## config.mk

```make
export PLATFORM = sky130hd
export DESIGN_NAME = fifo_stream_reader
export DESIGN_NICKNAME = d
export VERILOG_FILES = /design/src/rtl/fifo_stream_reader.sv
export SDC_FILE = /design/constraint.sdc
export NUM_CORES = 1
export LEC_CHECK = 0
export CORE_UTILIZATION = 40
export DETAILED_ROUTE_END_ITERATION = 8
export PLACE_DENSITY = 0.6
export RECOVER_POWER = 100
export SYNTH_ARGS = -nofsm -noshare
export SYNTH_HDL_FRONTEND = slang
export SYNTH_SLANG_ARGS = --single-unit
```

## constraint.sdc

```tcl
create_clock -name clock -period 2.7 [get_ports clock]
set_input_delay 0.54 -clock clock [delete_from_list [all_inputs] [get_ports clock]]
set_output_delay 0.54 -clock clock [all_outputs]
set_load 0.02 [all_outputs]
```

## src/rtl/fifo_stream_reader.sv

```systemverilog
// Read-side adapter for the synchronous block-RAM FIFO: credit-based dequeue,
// fixed-latency return capture, and a small buffer re-presented as valid/ready.
module fifo_stream_reader #(
    parameter int WIDTH    = 12,
    parameter int LATENCY  = 2,
    parameter int BUFDEPTH = 4
) (
    input  logic                      clock,
    input  logic                      reset,
    input  logic                      fifo_empty,
    output logic                      fifo_dequeue,
    input  logic [WIDTH-1:0]          fifo_data,
    input  logic                      fifo_data_valid,
    output logic [WIDTH-1:0]          m_data,
    output logic                      m_valid,
    input  logic                      m_ready,
    output logic [$clog2(BUFDEPTH):0] level,
    output logic                      protocol_error
);
    localparam int PW = $clog2(BUFDEPTH);
    localparam int LW = PW + 1;
    localparam logic [LW-1:0] FULL = LW'(BUFDEPTH);

    if (LATENCY < 1 || BUFDEPTH < 2 || (BUFDEPTH & (BUFDEPTH - 1)) != 0) begin : g_param_check
        $error("fifo_stream_reader: LATENCY must be >= 1 and BUFDEPTH a power of 2 >= 2");
    end

    logic [WIDTH-1:0] r_buf [BUFDEPTH];
    logic [PW-1:0]    r_wr_ptr;
    logic [PW-1:0]    r_rd_ptr;
    logic [LW-1:0]    r_count;
    logic [LW-1:0]    r_in_flight;
    logic             r_protocol_error;

    logic [LW:0]      w_used;
    logic             w_has_credit;
    logic             w_ret;
    logic             w_pop;
    logic             w_overflow;
    logic             w_stray;
    logic             w_accept;

    // Credit is derived from registered state only, so the only combinational
    // input into fifo_dequeue is fifo_empty.
    assign w_used       = {1'b0, r_count} + {1'b0, r_in_flight};
    assign w_has_credit = w_used < (LW+1)'(BUFDEPTH);
    assign fifo_dequeue = !reset && !fifo_empty && w_has_credit;

    assign w_ret      = fifo_data_valid && (r_in_flight != '0);
    assign w_stray    = fifo_data_valid && (r_in_flight == '0);
    assign w_pop      = m_valid && m_ready;
    assign w_overflow = w_ret && (r_count == FULL) && !w_pop;
    assign w_accept   = w_ret && !w_overflow;

    assign m_valid        = (r_count != '0);
    assign m_data         = r_buf[r_rd_ptr];
    assign level          = r_count;
    assign protocol_error = r_protocol_error;

    always_ff @(posedge clock) begin
        if (reset) begin
            // NOTE: the buffer is cleared on reset so m_data reads 0 afterwards,
            // which costs a reset net on every storage bit.
            for (int i = 0; i < BUFDEPTH; i++) begin
                r_buf[i] <= '0;
            end
        end else if (w_accept) begin
            // NOTE: non-blocking so the read of m_data this cycle sees the old entry.
            r_buf[r_wr_ptr] <= fifo_data;
        end
    end

    always_ff @(posedge clock) begin
        if (reset) begin
            r_wr_ptr         <= '0;
            r_rd_ptr         <= '0;
            r_count          <= '0;
            r_in_flight      <= '0;
            r_protocol_error <= 1'b0;
        end else begin
            if (w_accept) begin
                r_wr_ptr <= r_wr_ptr + PW'(1);
            end
            if (w_pop) begin
                r_rd_ptr <= r_rd_ptr + PW'(1);
            end

            case ({w_accept, w_pop})
                2'b10:   r_count <= r_count + LW'(1);
                2'b01:   r_count <= r_count - LW'(1);
                default: r_count <= r_count;
            endcase

            // A dropped overflow beat still retires its in-flight slot.
            case ({fifo_dequeue, w_ret})
                2'b10:   r_in_flight <= r_in_flight + LW'(1);
                2'b01:   r_in_flight <= r_in_flight - LW'(1);
                default: r_in_flight <= r_in_flight;
            endcase

            if (w_stray || w_overflow) begin
                r_protocol_error <= 1'b1;
            end
        end
    end
endmodule

```

==> run_results.csv, run 1 <==
group,metric,value,unit
outcome,status,"complete, no violations",
worst_setup_path,path_buffers,2,
finish,lay_top_cells,"edfxtp_1, nor2_1, clkdlybuf4s50_1",
logic_synthesis,ys_sh_xor,1.893,%
worst_setup_path,r2r_end,"r_in_flight[2]",
sta,setup_tns,0,ns
clock_network,clock-sinks,61,
clock_network,post-cts-setup-buffers,0,
finish,largest_reg_flops,48,
logic_synthesis,ys_cells,215,
finish,seq_cells,61,
worst_setup_path,cp-end-kind,"output port",
finish,finalNetCount,283,
finish,nNonClkInverters,9,
finish,comb_share,28.51,%
worst_setup_path,cpPeakStageDelay,0.56,ns
clock_network,htreeDepth,3,
logic_synthesis,avgSynthCellArea,12.91,um^2
sta,drv_slew,0,
logic_synthesis,adder_share,3.245,%
clock_network,cts_tree,"done",
logic_synthesis,ys_sh_simple,15.46,%
hold_path,worstHoldStart,"protocol_error",
finish,final_util,52.20,%
logic_synthesis,yosys.stat.seqShare,61.29,%
floorplanning,tap-cell-count,77,
placed_design,dp.cells,326,
sta,hold_slack,0.4549,ns
logic_synthesis,synth_cell_type_count,34,
finish,clkCellAreaFrac,5.321,%
logic_synthesis,netlist_logic_family_top,"simple AND/OR/NAND/NOR gates",
floorplanning,ios,35,
finish,insertedDiodeCount,0,
route,drc,0,
floorplanning,coreArea,6531,um^2
placed_design,postPlaceCellArea,3258,um^2
logic_synthesis,syn_inst,215,
sta,fmaxAchievable,386.3,MHz
sta,worstMarginPinSlew,0.8278,ns
run,warnings,26,
logic_synthesis,synth_chip_area,2776,um^2
global_routing,grt_max_degree,19,
finish,logic_area,972.2,um^2
placed_design,io_buffers,34,
worst_setup_path,r2r_slack,0.27,ns
pwr,irDropWorstVdd,0.4637,mV
finish,final_area,3410,um^2
logic_synthesis,edf_count,48,
worst_setup_path,crit_cells,3,
finish,nFillCells,594,
logic_synthesis,syn_nets,238,
worst_setup_path,path_delay_family,"buffers and inverters",
finish,largest_class,"flip-flops and latches",
worst_setup_path,path_class,"register to output port",
pwr,p_per_area,933.6,nW/um^2
global_routing,grt_pass1_wl,9432,um
logic_synthesis,synth_top_area_share,51.92,%
finish,syn2layout_area_growth,22.80,%
floorplanning,dieWidth,85.31,um
global_routing,track_usage,17.87,%
floorplanning,num_rows,29,
sta,rsz0062_at_grt,"no",
pwr,p_leak,1.247,nW
logic_synthesis,synth_warnings,0,
route,wl_per_cell,16.94,um
clock_network,clkTransAtPathRegs,0.06,ns
logic_synthesis,netlist_area,2776,um^2
logic_synthesis,synth.top_cells.by_count,"edfxtp_1, nor2_1, dfxtp_1, nand3_1",
sta,setup_slack,0.1116,ns
finish,logic_gate_count,131,
worst_setup_path,cp_cell_sequence,"clkbuf_4, mux4_2, clkdlybuf4s50_1",
sta,setup_viol,0,
worst_setup_path,timing.rr.start,"r_in_flight[2]",
finish,mostFrequentLayoutCell,"edfxtp_1",
route,vias_per_cell,5.558,
logic_synthesis,ys_sh_mux,9.734,%
route,drtPass1Iterations,4,
logic_synthesis,synth_async_sr_flop_share,0,%
hold_path,hold_class,"register to register",
worst_setup_path,cp-start-kind,"register",
global_routing,overflow,0,
logic_synthesis,numSynthFlops,61,
global_routing,antenna_found_initial,0,
placed_design,dp_hpwl,3593,um
finish,drive_above_1_share,13.96,%
finish,seq_area_share,49.91,%
run,max_cap_violations,0,
clock_network,cts_buffer_depth,2,
worst_setup_path,slowest_stage,"mux4_2",
hold_path,hold_depth,2,
logic_synthesis,synth.most_common_cell,"edfxtp_1",
sta,hold_viol,0,
logic_synthesis,ys.flop_type,"edfxtp_1",
finish,fin_cells,342,
worst_setup_path,cp_data_arrival_time,2.05,ns
worst_setup_path,required,2.16,ns
sta,finalCritPeriodShare,95.87,%
pwr,total_power,3.183,mW
worst_setup_path,endpoint,"m_data[1]",
finish,area_share_nonclk_buffers,12.44,%
clock_network,root_buffer,"clkbuf_8",
worst_setup_path,critical_path.max_fanout,12,
clock_network,ctsHoldBuffers,0,
placed_design,gp_congestion,0.7070,
floorplanning,die_area,7278,um^2
logic_synthesis,yosys.area.top_type,"edfxtp_1",
logic_synthesis,top_cells_by_area,"edfxtp_1, mux4_2, dfxtp_1",
sta,period_needed,2.588,ns
floorplanning,die_h,85.31,um
placed_design,place_ws,-0.2688,ns
-- run 1: power by group --
group / internal [mW] / total (mW) / switching [mW]
Clock: 0.415 / 0.757 / 0.342
Combinational: 0.511 / 1.17 / 0.657
Sequential: 1.18 / 1.26 / 0.0752
-- run 1: tightest hold or removal path: stages (launching register included) --
cell and delay (ns):
dfxtp_1 0.31, inv_1 0.05, a21oi_1 0.05
-- run 1: routing by layer --
layer / wire (um) / vias to the layer above / GRT usage, %
met1: 2604 / 955 / 23.00
li1: - / 882 / -
met3: 234 / 13 / 4.864
met2: 2799 / 51 / 27.86
met4: 156 / 0 / 9.242
met5: 0 / - / 0
-- run 1: timing repair --
action                     CTS  global route
pin swaps                    0             1
resized                      1             4
setup endpoints to repair    1             2
**Run 1: the metal 3 layer**

Drawn at 6 px/um.
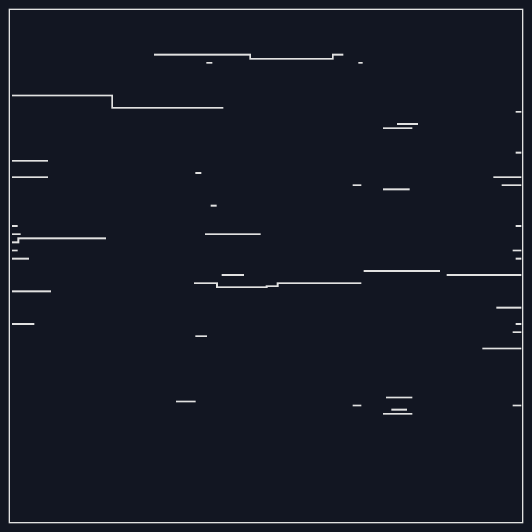
nets with wire on the layer: 31
share of all routed wire: 4.1%
wire length on this layer: 235 um
met3 GRT Util: 4.864%
vias after detailed routing: 1901
Post-Route WL: 5795 um

**Run 1: clock network drawn from the DEF**

Drawn at 6 px/um.
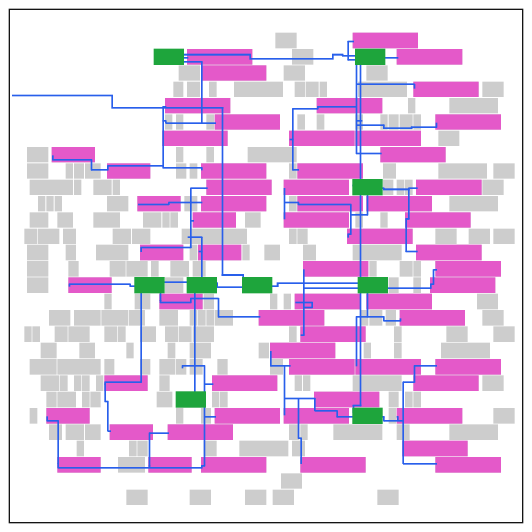
legend:
  magenta:
    item: flip-flops
    count: 61
  blue:
    item: clock wires
    length: 752 um
  green:
    item: clock drivers
    count: 9
routed clock nets: 10
Insertion Delay late pin: 0.34 ns
worst-case clock skew: 0.005025 ns
clock share of power: 23.8%

**Run 1: clock nets**

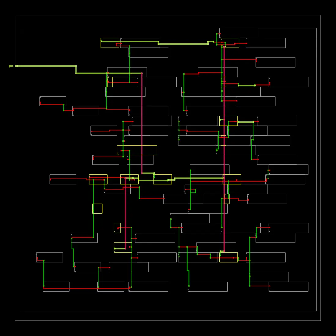
CTS Buf Count: 9
clock buf count: 10

==> inputs of run 2 (changes only) <==
--- a/config.mk
+++ b/config.mk
@@ -5,6 +5,7 @@
 export SDC_FILE = /design/constraint.sdc
 export NUM_CORES = 1
 export LEC_CHECK = 0
+export CORE_MARGIN = 10
 export CORE_UTILIZATION = 40
 export DETAILED_ROUTE_END_ITERATION = 8
 export PLACE_DENSITY = 0.6
**Run 2: metal layers overlaid**

Drawn at 3 px/um.
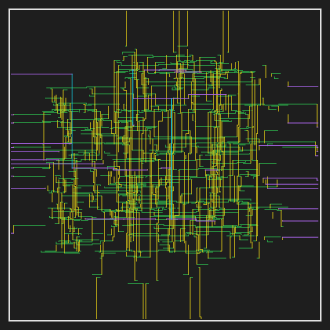
legend:
  yellow:
    layer: metal 2
    wire_length: 2900 um
  cyan:
    layer: metal 4
    wire_length: 89.8 um
  green:
    layer: metal 1
    wire_length: 2590 um
  purple:
    layer: metal 3
    wire_length: 376 um
Tot GR Track Use: 12.02%
vias after detailed routing: 1828
post-DR wirelength/cell: 17.21 um
Post-Route WL: 5955 um

==> run 2 against run 1 <==
  * Clock skew up 0.0024 ns
  * Setup slack better by 0.0098 ns
  * Worst hold slack worse by 0.0030 ns
  * Final area up 0.29%
  * Highest routed layer unchanged
  * Non-clock buffer count up 2
  * Final cell count up 1.2%
  * Synthesized area unchanged
  * Global-route usage down 5.8 points
  * Via count down 3.8%
  * Sequential share of layout area down 0.15 points
  * First-iteration DRC count down 18%
==> run_results.csv, run 2 <==
group,metric,value,unit
outcome,status,"complete, no violations",
sta,worstMarginPinSlew,0.8084,ns
sta,setup_tns,0,ns
global_routing,grtUsageMet2,19.84,%
pwr,p_per_area,932.0,nW/um^2
sta,finalCritPeriodShare,95.50,%
logic_synthesis,syn_nets,238,
finish,final_util,50.61,%
logic_synthesis,synth_top_area_share,51.92,%
worst_setup_path,critical_path.max_fanout,2,
worst_setup_path,timing.rr.start,"r_in_flight[2]",
worst_setup_path,required,2.96,ns
logic_synthesis,syn_inst,215,
logic_synthesis,ys.flop_type,"edfxtp_1",
logic_synthesis,synth_chip_area,2776,um^2
clock_network,ctsHoldBuffers,0,
global_routing,antenna_found_initial,0,
placed_design,postPlaceCellArea,3277,um^2
logic_synthesis,adder_share,3.245,%
pwr,pwr-share-comb,36.7,%
sta,rsz0062_at_grt,"no",
route,met3_wirelength,376,um
route,top_layer,"met4",
pwr,power_leader,"sequential cells",
worst_setup_path,reg2reg_depth,10,
finish,lay_top_cells,"edfxtp_1, nor2_1, clkdlybuf4s50_1",
run,warnings,26,
placed_design,dp_hpwl,3853,um
sta,hold_viol,0,
logic_synthesis,edf_count,48,
sta,period_needed,2.579,ns
sta,hold_slack,0.4519,ns
global_routing,overflow,0,
pwr,clkPwrFrac,23.9,%
clock_network,post-cts-setup-buffers,0,
clock_network,clkTransAtPathRegs,0.06,ns
pwr,p_leak,1.241,nW
logic_synthesis,ys_sh_mux,9.734,%
finish,fin_cells,346,
route,wl_met1,2593,um
clock_network,cts_tree,"done",
floorplanning,dieWidth,103.3,um
logic_synthesis,yosys.stat.seqShare,61.29,%
logic_synthesis,synth.most_common_cell,"edfxtp_1",
logic_synthesis,ys_cells,215,
finish,largest_reg_flops,48,
sta,finalClockSkew,0.007385,ns
logic_synthesis,numSynthFlops,61,
floorplanning,die_h,103.3,um
logic_synthesis,synth_async_sr_flop_share,0,%
logic_synthesis,netlist_logic_family_top,"simple AND/OR/NAND/NOR gates",
clock_network,cts_buffers,9,
logic_synthesis,netlist_area,2776,um^2
hold_path,worstHoldStart,"protocol_error",
worst_setup_path,path_class,"input port to register",
pwr,pwr-share-seq,39.4,%
finish,syn2layout_area_growth,23.16,%
clock_network,root_buffer,"clkbuf_8",
pwr,combinationalPower,1.17,mW
clock_network,htreeDepth,3,
clock_network,cts_buffer_depth,2,
pwr,total_power,3.187,mW
worst_setup_path,cp-start-kind,"input port",
run,max_cap_violations,0,
sta,setup_viol,0,
floorplanning,ios,35,
worst_setup_path,cp_data_arrival_time,2.84,ns
clock_network,cts_resized,1,
route,drtPass1Iterations,6,
pwr,p_int,2.114,mW
placed_design,io_buffers,34,
route,routed-wl-met2,2896,um
clock_network,clock-sinks,61,
logic_synthesis,ys_sh_simple,15.46,%
logic_synthesis,ys_sh_xor,1.893,%
worst_setup_path,r2r_end,"r_in_flight[2]",
placed_design,dp.cells,331,
finish,insertedDiodeCount,0,
route,drc,0,
logic_synthesis,synth.top_cells.by_count,"edfxtp_1, nor2_1, dfxtp_1, nand3_1",
global_routing,grt_max_degree,25,
logic_synthesis,synthAoiAreaFrac,4.552,%
placed_design,place_ws,-0.2726,ns
finish,drive_above_1_share,13.91,%
clock_network,clk_latency,0.33,ns
pwr,powerClk,0.761,mW
global_routing,grt_pass1_wl,9570,um
logic_synthesis,yosys.area.top_type,"edfxtp_1",
floorplanning,num_rows,30,
pwr,irDropWorstVdd,0.4804,mV
pwr,p_sw,1.073,mW
pwr,pg_seq,1.26,mW
logic_synthesis,avgSynthCellArea,12.91,um^2
finish,final_area,3420,um^2
worst_setup_path,cp-end-kind,"register",
logic_synthesis,top_cells_by_area,"edfxtp_1, mux4_2, dfxtp_1",
sta,drv_slew,0,
worst_setup_path,r2r_slack,0.27,ns
placed_design,gp_congestion,0.7278,
logic_synthesis,synth_warnings,0,
route,vias_per_cell,5.283,
hold_path,hold_class,"register to register",
global_routing,grt_use_met1,13.77,%
sta,setup_slack,0.1214,ns
global_routing,grt_busiest_layer,"met2",
finish,finalNetCount,285,
hold_path,hold_depth,2,
floorplanning,die_area,10670,um^2
finish,mostFrequentLayoutCell,"edfxtp_1",
worst_setup_path,endpoint,"r_in_flight[2]",
pwr,swShare,33.66,%
sta,fmaxAchievable,387.8,MHz
**Run 2: the metal 3 layer**

Drawn at 4 px/um.
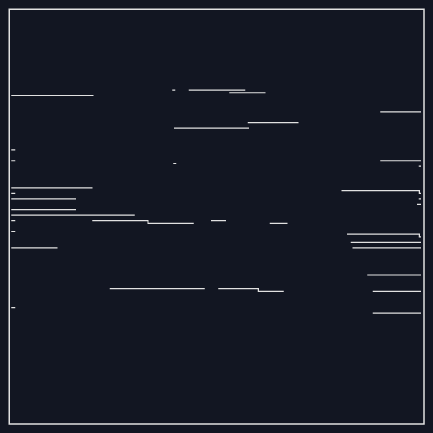
main direction: horizontal
wire length on this layer: 376 um
met3 GRT Util: 4.917%

## run 2: cell types whose count changed in the layout (fill, tap and decap cells not counted), sizes merged
cell / before / now
dlymetal6s2s: 1 / 0
clkinvlp: 1 / 2
clkinv: 4 / 2
clkbuf: 18 / 17
buf: 7 / 10
clkdlybuf4s50: 26 / 27
## run 2: area by class of cell
cell class | count | area, um^2
multi-input combinational | 131 | 968.4
sequential | 61 | 1702
clock inverter | 5 | 52.55
inverter | 9 | 33.78
fill | 613 | 3337
timing repair buffer | 50 | 435.4
clock buffer | 10 | 127.6
tap | 80 | 100.1
## run 2: worst max-delay path, cell delays in order
cell and delay, ns:
clkdlybuf4s50_1 0.42, or4_1 0.50, a311o_1 0.29, clkbuf_4 0.14
ha_1 0.20, inv_1 0.07, fa_1 0.17, xor2_1 0.07
or3_1 0.30, a21oi_1 0.14
Power is estimated from default activity; no workload was simulated.
